### config.mk
export PLATFORM = sky130hd
export DESIGN_NAME = router_src_ingress
export DESIGN_NICKNAME = d
export VERILOG_FILES = /design/src/rtl/router_src_ingress.sv
export SDC_FILE = /design/constraint.sdc
export NUM_CORES = 1
export LEC_CHECK = 0
export CAP_MARGIN = 20
export CELL_PAD_IN_SITES_DETAIL_PLACEMENT = 1
export CELL_PAD_IN_SITES_GLOBAL_PLACEMENT = 1
export CORE_ASPECT_RATIO = 1.2
export CORE_MARGIN = 2
export CORE_UTILIZATION = 43
export CTS_CLUSTER_SIZE = 8
export DETAILED_ROUTE_END_ITERATION = 8
export GPL_TIMING_DRIVEN = 0
export PLACE_DENSITY = 0.83
export SYNTH_ARGS = -nofsm -noshare
export SYNTH_HDL_FRONTEND = slang
export SYNTH_SLANG_ARGS = --single-unit
### constraint.sdc
create_clock -name clock -period 2.68 [get_ports clock]
set_input_delay 0.536 -clock clock [delete_from_list [all_inputs] [get_ports clock]]
set_output_delay 0.536 -clock clock [all_outputs]
set_load 0.02 [all_outputs]
### src/rtl/router_src_ingress.sv
// Source-port ingress engine: accepts header/payload/parity frames and steers each byte to one of NUM_DEST FIFOs.
// Define ROUTER_SRC_STATS_EN to add saturating pkt_cnt/err_cnt/drop_cnt statistics outputs.
module router_src_ingress #(
    parameter int DATA_W   = 8,
    parameter int NUM_DEST = 3,
    parameter int ADDR_W   = 2
) (
    input  logic                clock,
    input  logic                reset,
    input  logic [DATA_W-1:0]   data_in,
    input  logic                pkt_valid,
    input  logic [NUM_DEST-1:0] fifo_full,
    output logic                busy,
    output logic                error,
    output logic [NUM_DEST-1:0] wr_en,
    output logic [DATA_W-1:0]   dout
`ifdef ROUTER_SRC_STATS_EN
    ,
    output logic [15:0]         pkt_cnt,
    output logic [15:0]         err_cnt,
    output logic [15:0]         drop_cnt
`endif
);
    localparam int CNT_W = DATA_W - ADDR_W;
    localparam logic [ADDR_W:0] DEST_LIMIT = (ADDR_W + 1)'(NUM_DEST);

    typedef enum logic [2:0] {
        IDLE   = 3'd0,
        LOAD   = 3'd1,
        PARITY = 3'd2,
        CHECK  = 3'd3,
        DROP   = 3'd4
    } state_t;

    function automatic logic [NUM_DEST-1:0] dest_onehot(input logic [ADDR_W-1:0] a);
        logic [NUM_DEST-1:0] oh;
        oh = {NUM_DEST{1'b0}};
        for (int i = 0; i < NUM_DEST; i++) begin
            if (a == ADDR_W'(i)) oh[i] = 1'b1;
            else                 oh[i] = 1'b0;
        end
        return oh;
    endfunction

    function automatic logic dest_full(input logic [ADDR_W-1:0] a, input logic [NUM_DEST-1:0] full);
        return |(dest_onehot(a) & full);
    endfunction

    function automatic logic [DATA_W-1:0] parity_fold(input logic [DATA_W-1:0] acc_in,
                                                      input logic [DATA_W-1:0] b);
        return acc_in ^ b;
    endfunction

    state_t              state, state_next;
    logic [ADDR_W-1:0]   dest, dest_next;
    logic [CNT_W-1:0]    len, len_next;
    logic [CNT_W-1:0]    cnt, cnt_next, cnt_inc;
    logic [DATA_W-1:0]   acc, acc_next;
    logic                par_ok, par_ok_next;
    logic                error_next;
    logic [NUM_DEST-1:0] wr_en_next;
    logic [DATA_W-1:0]   dout_next;
    logic [ADDR_W-1:0]   hdr_addr;
    logic [CNT_W-1:0]    hdr_len;
    logic                hdr_ok;

    assign hdr_addr = data_in[ADDR_W-1:0];
    assign hdr_len  = data_in[DATA_W-1:ADDR_W];
    assign hdr_ok   = ({1'b0, hdr_addr} < DEST_LIMIT);
    assign cnt_inc  = cnt + CNT_W'(1'b1);

    // Next-state, busy back-pressure and next register values
    always_comb begin
        state_next  = state;
        dest_next   = dest;
        len_next    = len;
        cnt_next    = cnt;
        acc_next    = acc;
        par_ok_next = par_ok;
        error_next  = error;
        wr_en_next  = {NUM_DEST{1'b0}};
        dout_next   = dout;
        busy        = 1'b0;
        case (state)
            IDLE: begin
                busy = pkt_valid & hdr_ok & dest_full(hdr_addr, fifo_full);
                if (pkt_valid && !busy) begin
                    dest_next  = hdr_addr;
                    len_next   = hdr_len;
                    cnt_next   = {CNT_W{1'b0}};
                    acc_next   = data_in;
                    error_next = 1'b0;
                    if (!hdr_ok) begin
                        state_next = DROP;
                    end else begin
                        wr_en_next = dest_onehot(hdr_addr);
                        dout_next  = data_in;
                        state_next = (hdr_len != {CNT_W{1'b0}}) ? LOAD : PARITY;
                    end
                end else begin
                    state_next = IDLE;
                end
            end
            LOAD: begin
                busy = dest_full(dest, fifo_full);
                if (!pkt_valid) begin
                    error_next = 1'b1;
                    state_next = IDLE;
                end else if (!busy) begin
                    wr_en_next = dest_onehot(dest);
                    dout_next  = data_in;
                    acc_next   = parity_fold(acc, data_in);
                    cnt_next   = cnt_inc;
                    state_next = (cnt_inc == len) ? PARITY : LOAD;
                end else begin
                    state_next = LOAD;
                end
            end
            PARITY: begin
                if (!pkt_valid) begin
                    error_next = 1'b1;
                    state_next = IDLE;
                end else begin
                    wr_en_next  = dest_onehot(dest);
                    dout_next   = data_in;
                    par_ok_next = (data_in == acc);
                    state_next  = CHECK;
                end
            end
            CHECK: begin
                busy       = 1'b1;
                state_next = IDLE;
                if (!par_ok) error_next = 1'b1;
                else         error_next = error;
            end
            DROP: begin
                // Header-declared length plus the parity byte are swallowed without writes
                if (pkt_valid && (cnt == len)) begin
                    error_next = 1'b1;
                    state_next = IDLE;
                end else if (pkt_valid) begin
                    cnt_next = cnt_inc;
                end else begin
                    state_next = DROP;
                end
            end
            default: begin
                state_next = IDLE;
            end
        endcase
    end

    // State, datapath and registered outputs
    always_ff @(posedge clock or posedge reset) begin
        if (reset) begin
            state  <= IDLE;
            dest   <= {ADDR_W{1'b0}};
            len    <= {CNT_W{1'b0}};
            cnt    <= {CNT_W{1'b0}};
            acc    <= {DATA_W{1'b0}};
            par_ok <= 1'b0;
            error  <= 1'b0;
            wr_en  <= {NUM_DEST{1'b0}};
            dout   <= {DATA_W{1'b0}};
        end else begin
            state  <= state_next;
            dest   <= dest_next;
            len    <= len_next;
            cnt    <= cnt_next;
            acc    <= acc_next;
            par_ok <= par_ok_next;
            error  <= error_next;
            wr_en  <= wr_en_next;
            dout   <= dout_next;
        end
    end

`ifdef ROUTER_SRC_STATS_EN
    function automatic logic [15:0] sat_inc(input logic [15:0] v);
        return (v == 16'hFFFF) ? v : v + 16'd1;
    endfunction

    logic err_evt, chk_evt, drop_evt;
    // error can only rise once per packet, so a rising edge marks one error event
    assign err_evt  = error_next & ~error;
    assign chk_evt  = (state == CHECK);
    assign drop_evt = (state == DROP) && (state_next == IDLE);

    // Saturating statistics counters
    always_ff @(posedge clock or posedge reset) begin
        if (reset) begin
            pkt_cnt  <= 16'd0;
            err_cnt  <= 16'd0;
            drop_cnt <= 16'd0;
        end else begin
            pkt_cnt  <= chk_evt  ? sat_inc(pkt_cnt)  : pkt_cnt;
            err_cnt  <= err_evt  ? sat_inc(err_cnt)  : err_cnt;
            drop_cnt <= drop_evt ? sat_inc(drop_cnt) : drop_cnt;
        end
    end
`endif
endmodule

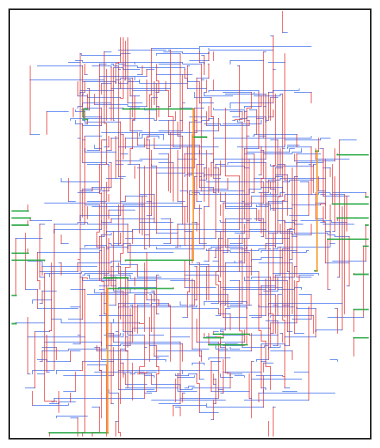
Run 1: metal layers overlaid
[met4] orange | wire length: 80.2 um
[met3] green | wire length: 136 um
[met2] red | wire length: 2900 um
[met1] blue | wire length: 2530 um

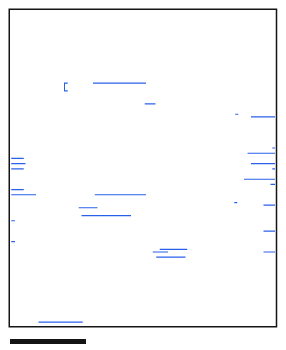
Run 1: metal 3
Scale bar: 20 um.
main direction: horizontal
share of all routed wire: 2.4%
nets with wire on the layer: 25

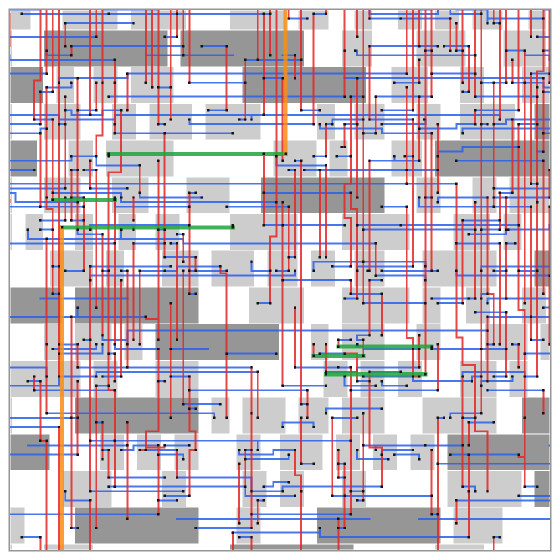
Run 1: a small window of the routed layout
Region (15, 5) to (55, 45) um. Cells in grey, sequential cells in the stronger grey; small squares are vias.
[met3] green
[met4] orange
[met2] red
[met1] blue
cells with their middle in the window: 105
sequential cells in the window: 11
netlist names of flops here include: `acc` (6), `len` (2)
most frequent: a21oi_1 (11), dfrtp_1 (11), nand2_1 (9)

==> results.json, run 1 <==
{
  "highest_layer": "met4",
  "antenna_left": 0,
  "die-area_um2": 5755,
  "cts_tree": "built",
  "fin_skew_ns": 0.003526,
  "p_seq_share_pct": 37.7,
  "n_all_inverters": 6,
  "flop_cell": "dfrtp_1",
  "maxPowerGroup": "combinational cells",
  "pg_seq_w": 0.000991,
  "place_congestion": 0.8254,
  "post-place-ws_ns": -0.1942,
  "whs_ns": 0.5123,
  "hold_path.class": "flop to flop",
  "synth_top_area_share_pct": 42.84,
  "met3_length_um": 135,
  "nClkBuffers": 7,
  "ir_drop_uv": 483.1,
  "grt_pass1_vias": 1939,
  "hpwlAfterDp_mm": 4.057,
  "min_period_ns": 2.527,
  "portBuffers": 26,
  "ys_chip_area_um2": 2220,
  "dr.first_iter.drc_count": 62,
  "fp_util_pct": 44.93,
  "intPower_w": 0.001587,
  "p_sw_w": 0.001046,
  "logic_gates": 163,
  "cts.clk_slew.worst_paths_ns": 0.08,
  "cts_root_buf": "clkbuf_8",
  "clockPowerShare_pct": 15.9,
  "fin_area_um2": 2646,
  "largest_cell_class": "logic gates",
  "largest_area_cell": "dfrtp_1",
  "tightest_slew_ns": 0.8236,
  "grt_util_met3_pct": 3.155,
  "grt_max_degree": 39,
  "cts_setup_buffers": 0,
  "final_layout_top_logic_cells": "dfrtp_1, clkdlybuf4s50_1, nand2_1",
  "wl_met1_mm": 2.526,
  "avgSynthCellArea_um2": 10.14,
  "syn_area_um2": 2220,
  "drc": 0,
  "n_tap_cell": 60,
  "wl_per_cell_um": 18.03,
  "common_cells": "dfrtp_1, nand2_1, a21oi_1",
  "async_flop_share_pct": 100.0,
  "seq_share_pct": 35.93,
  "core_um2": 4940,
  "rsz0062_at_grt": "false",
  "finalClockPeriodUsage_pct": 94.29,
  "placementRows": 28,
  "leakage_nw": 1.090,
  "final_util_pct": 53.57,
  "totalPowerFinal_w": 0.002632,
  "yosys-stat-cells": 219,
  "drtPass1Iterations": 5,
  "final_hold_viol_count": 0,
  "syn_to_final_growth_pct": 19.22,
  "status": "complete, no violations",
  "cpLargestDelayFamily": "AND-OR/OR-AND gates",
  "clkSinkCount": 38,
  "diodes": 0,
  "ys_sh_mux_pct": 12.40,
  "max_slew_margin_pct": 45.01,
  "xor_area_share_pct": 7.892,
  "floorplan.nets": 234,
  "mostFrequentLayoutCell": "dfrtp_1",
  "synthCells": 219,
  "gr-total-overflow": 0,
  "end_kind": "flop",
  "ios": 27,
  "cts_resized": 1,
  "clk_path_buf_depth": 2,
  "grt_util_met2_pct": 39.23,
  "grt_pass1_wl_mm": 9.604,
  "grt.busiest_layer": "met2",
  "worst_ep_required_time_ns": 2.86,
  "comb_power_share_pct": 46.5,
  "cpPeakStageDelay_ns": 0.67,
  "via_per_inst": 5.812,
  "edf_count": 0,
  "clk_share_pct": 3.452,
  "setup.worst_path.class": "input port to flop",
  "worst_setup_path_start_kind": "input port"
}
## run 1: worst paths after layout
kind,depth (start not counted),from,endpoint
worst max-delay path,6,fifo_full[0],cnt[3]$_DFFE_PP0P_
worst min-delay path,1,dout[5]$_DFFE_PP0P_,dout[5]$_DFFE_PP0P_
worst max register to register,5,dest[0]$_DFFE_PP0P_,cnt[3]$_DFFE_PP0P_
worst min register to register,1,dout[5]$_DFFE_PP0P_,dout[5]$_DFFE_PP0P_
max in group asynchronous,2,reset,par_ok$_DFFE_PP0P_
min in group asynchronous,2,reset,dout[5]$_DFFE_PP0P_
## run 1: sequential cells by signal, summed over array words and instances, names as in the netlist
register	cells
acc	8
cnt	6
dest	2
dout	8
error	1
len	6
par_ok	1
state	3
wr_en	3
Run 1, placement view:
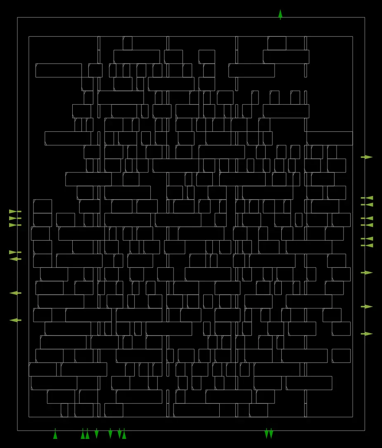

--- run 2 (diff from run 1) ---
Clock period 2.68 ns to 2.4 ns, I/O delays scaled along.
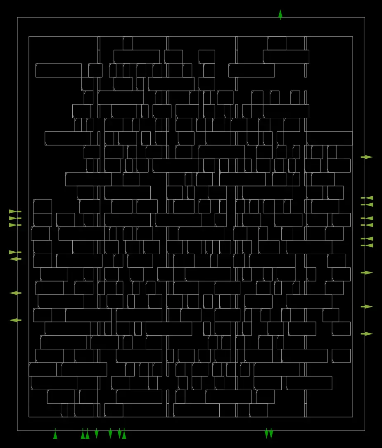
Run 2: placement view
tapcell count: 60
core area: 4940 um2
Seq cells: 38
Layout fillers: 572
Layout Utilization: 54.28%

==> run 2 against run 1 <==
- sequential share of layout area down 0.47 points
- clock power is 12% higher
- largest power group unchanged
- worst setup slack got worse by 0.074 ns
- highest routed layer unchanged
- first-iteration DRC count rose by 44%
- critical endpoint is now busy
- routed wire length increased by 1.3%
==> results.json, run 2 <==
{
  "ys_chip_area_um2": 2220,
  "met3_length_um": 178,
  "leakage_nw": 1.117,
  "drtPass1Iterations": 6,
  "p_sw_w": 0.001180,
  "clk_share_pct": 3.406,
  "hold_path.class": "flop to flop",
  "cp.depth": 6,
  "grt_max_degree": 39,
  "worst_setup_path_start_kind": "input port",
  "totalPowerFinal_w": 0.002967,
  "dr.first_iter.drc_count": 89,
  "reg2reg_to": "cnt[3]$_DFFE_PP0P_",
  "clk_path_buf_depth": 2,
  "avgSynthCellArea_um2": 10.14,
  "logic_gates": 163,
  "cts_tree": "built",
  "post-place-ws_ns": -0.3622,
  "diodes": 0,
  "synth_top_area_share_pct": 42.84,
  "status": "complete, no violations",
  "placementRows": 28,
  "reg_top3": "acc: 8 flops, dout: 8 flops",
  "gr-total-overflow": 0,
  "clockPowerShare_pct": 15.8,
  "cts_root_buf": "clkbuf_8",
  "rsz0062_at_grt": "false",
  "seq_share_pct": 35.46,
  "grt_util_met2_pct": 39.13,
  "nClkBuffers": 7,
  "place_congestion": 0.8254,
  "grt_pass1_vias": 1956,
  "largest_cell_class": "logic gates",
  "highest_layer": "met4",
  "fin_area_um2": 2681,
  "max_slew_margin_pct": 46.16,
  "common_cells": "dfrtp_1, nand2_1, a21oi_1",
  "fp_util_pct": 44.93,
  "mostFrequentLayoutCell": "dfrtp_1",
  "synthCells": 219,
  "endpoint": "busy",
  "setup.worst_path.class": "input port to primary output",
  "hold_end": "dout[5]$_DFFE_PP0P_",
  "intPower_w": 0.001787,
  "tightest_slew_ns": 0.8064,
  "cpLargestDelayFamily": "buffers and inverters",
  "cts.clk_slew.worst_paths_ns": 0.07,
  "whs_ns": 0.5144,
  "p_seq_share_pct": 37.3,
  "async_flop_share_pct": 100.0
}
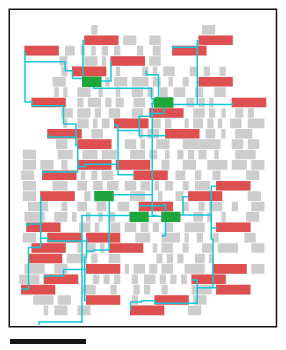
Run 2: routed clock nets over the placement
Scale bar: 20 um.
[flip-flops] red | count: 38
[clock wires] cyan | length: 541 um
[cells driving clock nets] green | count: 5
routed clock nets: 6
flops lie: spread over the die

run 2: cell counts after synthesis:
No cell type changed its count.
run 2: logic make-up after synthesis:
kind of cell / after synthesis
simple gates: 63
compound gates: 57
flops: 38
mux: 22
xor+xnor: 20
buf+inv: 18
fa+ha+maj: 1
run 2: power groups by stage:
stage               logic (W)  clock network [W]  registers (W)
floorplan            0.000872                  0        0.00116
global placement      0.00131                  0        0.00110
detailed placement    0.00136                  0        0.00112
CTS                   0.00138           0.000480        0.00111
global route          0.00153           0.000503        0.00115
finish                0.00139           0.000468        0.00111
run 2: what timing repair did:
action | 4_1_cts | 5_1_grt
endpoints found under the setup margin | 18 | 9
buffers inserted | 2 | 0
hold buffers | 0 | 0
pin swaps | 1 | 1
resized | 6 | 8
Power and IR drop assume default switching activity.
